==> run_1/drive_strength.png <==
The bar under the picture is 20 um long.
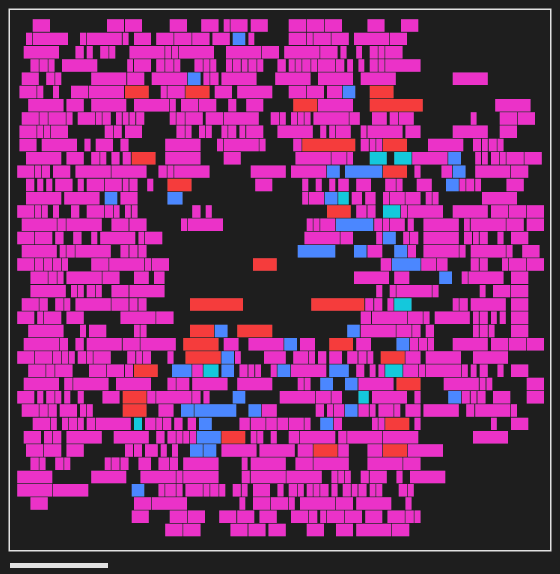
==> run_1/metal_stack.png <==
Only two layers are drawn.
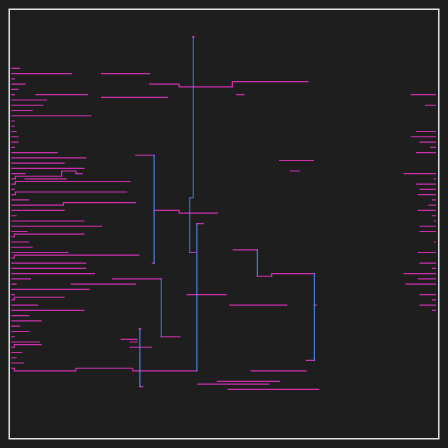
==> run_1/met4.png <==
The bar under the picture is 20 um long.
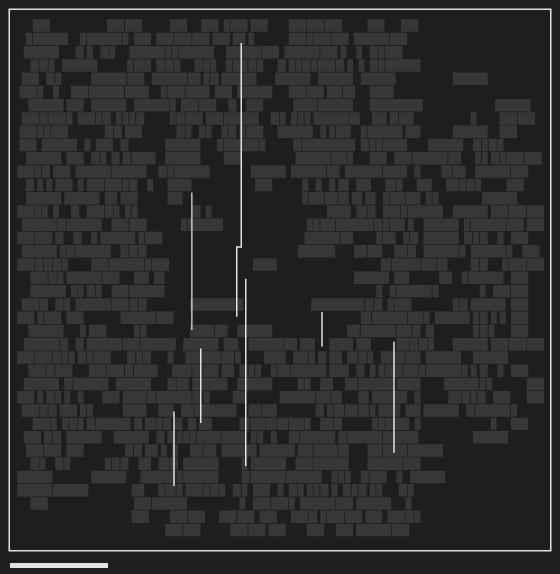
Design fetch_unit, sky130hd; sources not shown.
==> run summary, run 1 <==
Synth top cell by count: nand2_1
flops & latches, synth: 122
first-pass GRT wire length: 20,500 um
Non-clk invs: 9
met1 usage: 23.6%
total global routing overflow: 0
first drt pass iteration count: 5
n_taps: 143
Max Slew Vio Count: 0
clk cell area share: 6.54%
multi-input logic portion of the cell area: 30.1%
Synth area leaders: dfxtp_1, nand2_1, a21oi_1
Max Freq: 490 MHz
Final nets: 818
leading power group: sequential cells
gr busiest metal: met2
core area: 0.0115 mm2
H-tree Lvls: 4
Main logic family: simple AND/OR/NAND/NOR gates
CTS Buffer Depth: 2
clk ins delay skew pair: 430 ps
worst-path fanout max: 9
switching share of power: 23.6%
Cell Type Count: 34
DR iter-0 viols: 200
Die ar.: 0.0122 mm2
# setup viols final: 0
hold_buf cts: 0
Data buffer area share: 25.6%
top cell type by total area after synthesis: dfxtp_1
DR WL met3: 1020 um
Comb gate area: 0.00212 mm2
Final Wtd Congestion: 0.798
setup bufs post-CTS: 0
slowest CP cell: or4b_4
top sig layer: met4
# Cells Yosys: 584
Die H: 111 um
Post-DP Area: 0.00658 mm2
YS warnings: 0
DR DRC count: 0
clk pwr: 2.26 mW
adder-cell area share of the yosys netlist: 0.265%
MaxCap Viol Count: 0
worst reg2reg path depth: 5
Finished Layout Cells: 903
Setup WS pre-CTS: -252 ps
relative slew slack: 65.1%
TritonCTS Buffers: 17
EDFF count, synth: 0
register share after synthesis: 51.7%
CTS tree: built
metal2 WL: 6220 um
Placement Rows: 39
Chip Area, Yosys: 0.00472 mm2
ys async rst share: 0%
CTS Sinks: 122
comb_multi_in: 413
Power Total: 5.02 mW
Placed Cells: 871
most instantiated logic cells after routing: nand2_1, clkdlybuf4s50_1, dfxtp_1
Die Wd: 111 um
Commonest cells post-synth: nand2_1, dfxtp_1, a21oi_1
number of I/O pins: 189
outcome: completed
crit-path leading delay family: simple AND/OR/NAND/NOR gates
Power Density: 713 mW/mm2
vias in the first global route: 4,280
routed vias/inst: 5.03
Compound Share, Synth: 11.0%
Logic power comb: 470 uW
critical path launch point type: register
## Picture notes: drive_strength.png
colour	size	cells	share
magenta	drive 1 or less	682	90%
blue	drive 3 to 4	41	5.4%
red	drive 6 and up	28	3.7%
cyan	drive 2	9	1.2%
setup slack after layout: 158 ps
Final Instance Area: 0.00704 mm2
non-clock buffer total of the final layout: 184
Area Overhead vs Synth: 49.2%

## Picture notes: metal_stack.png
colour	layer	wire length
magenta	met3	1,020 um
blue	met4	182 um
Vias: 4,539
overall routed net length: 12,600 um
Total Routing Usage GR: 20.8%
post-DR wirelength/cell: 13.9 um

## Picture notes: met4.png
share of all routed wire	1.5%
nets with wire on the layer	4
wire length on this layer	182 um
longest straight run	41.6 um

==> inputs of run 2 (changes only) <==
- ABC_CLOCK_PERIOD_IN_PS: not set -> 2200
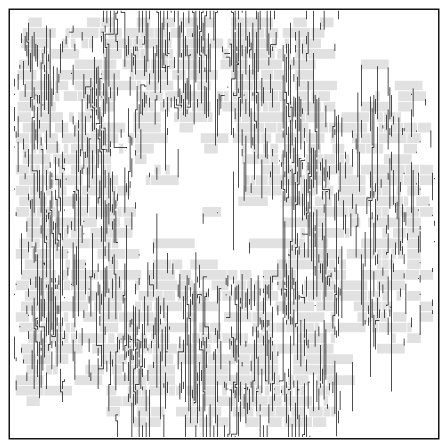
(run_2/met2.png)
wire length on this layer	6,220 um
main direction	vertical
nets with wire on the layer	650
longest straight run	56.8 um
met2 GRT Util: 35.0%

==> run 2 against run 1 <==
Net effect:
- non-clock buffer count is the same
- critical endpoint unchanged
- highest routed layer unchanged
- combinational power about the same
- cell area unchanged
- register-to-register slack is essentially flat
- area after synthesis stayed put
- largest cell class unchanged
==> run summary, run 2 <==
relative slew slack: 65.1% (unchanged)
DR iter-0 viols: 200 (unchanged)
Final nets: 818 (unchanged)
CTS Buffer Depth: 2 (unchanged)
worst reg2reg path depth: 5 (unchanged)
core area: 0.0115 mm2 (unchanged)
Max Freq: 490 MHz (unchanged)
Final Instance Area: 0.00704 mm2 (unchanged)
setup bufs post-CTS: 0 (unchanged)
Total Routing Usage GR: 20.8% (unchanged)
hold_buf cts: 0 (unchanged)
comb_multi_in: 413 (unchanged)
Synth top cell by count: nand2_1
outcome: completed
worst-path fanout max: 9 (unchanged)
Logic power comb: 470 uW (about the same)
Setup WS pre-CTS: -252 ps (unchanged)
Data buffer area share: 25.6% (unchanged)
Power Density: 713 mW/mm2 (unchanged)
Finished Layout Cells: 903 (unchanged)
vias in the first global route: 4,280 (unchanged)
Chip Area, Yosys: 0.00472 mm2 (unchanged)
CTS Sinks: 122 (unchanged)
first-pass GRT wire length: 20,500 um (unchanged)
clk pwr: 2.26 mW (about the same)
first drt pass iteration count: 5 (unchanged)
Placed Cells: 871 (unchanged)
adder-cell area share of the yosys netlist: 0.265% (unchanged)
crit-path leading delay family: simple AND/OR/NAND/NOR gates
Final Wtd Congestion: 0.798 (unchanged)
MaxCap Viol Count: 0 (unchanged)
DR DRC count: 0 (unchanged)
Die Wd: 111 um (unchanged)
Commonest cells post-synth: nand2_1, dfxtp_1, a21oi_1
DR WL met3: 1020 um (unchanged)
non-clock buffer total of the final layout: 184 (unchanged)
critical path launch point type: register
EDFF count, synth: 0 (unchanged)
routed vias/inst: 5.03 (unchanged)
Comb gate area: 0.00212 mm2 (unchanged)
clk ins delay skew pair: 430 ps (about the same)
gr busiest metal: met2
leading power group: sequential cells
Vias: 4,539 (unchanged)
register share after synthesis: 51.7% (unchanged)
Synth area leaders: dfxtp_1, nand2_1, a21oi_1
slowest CP cell: or4b_4
top cell type by total area after synthesis: dfxtp_1
Area Overhead vs Synth: 49.2% (unchanged)
met1 usage: 23.6% (unchanged)
Power Total: 5.02 mW (unchanged)
switching share of power: 23.6% (unchanged)
overall routed net length: 12,600 um (unchanged)
post-DR wirelength/cell: 13.9 um (unchanged)
Compound Share, Synth: 11.0% (unchanged)
No activity file was given, so power comes from the tool's default toggle rates.
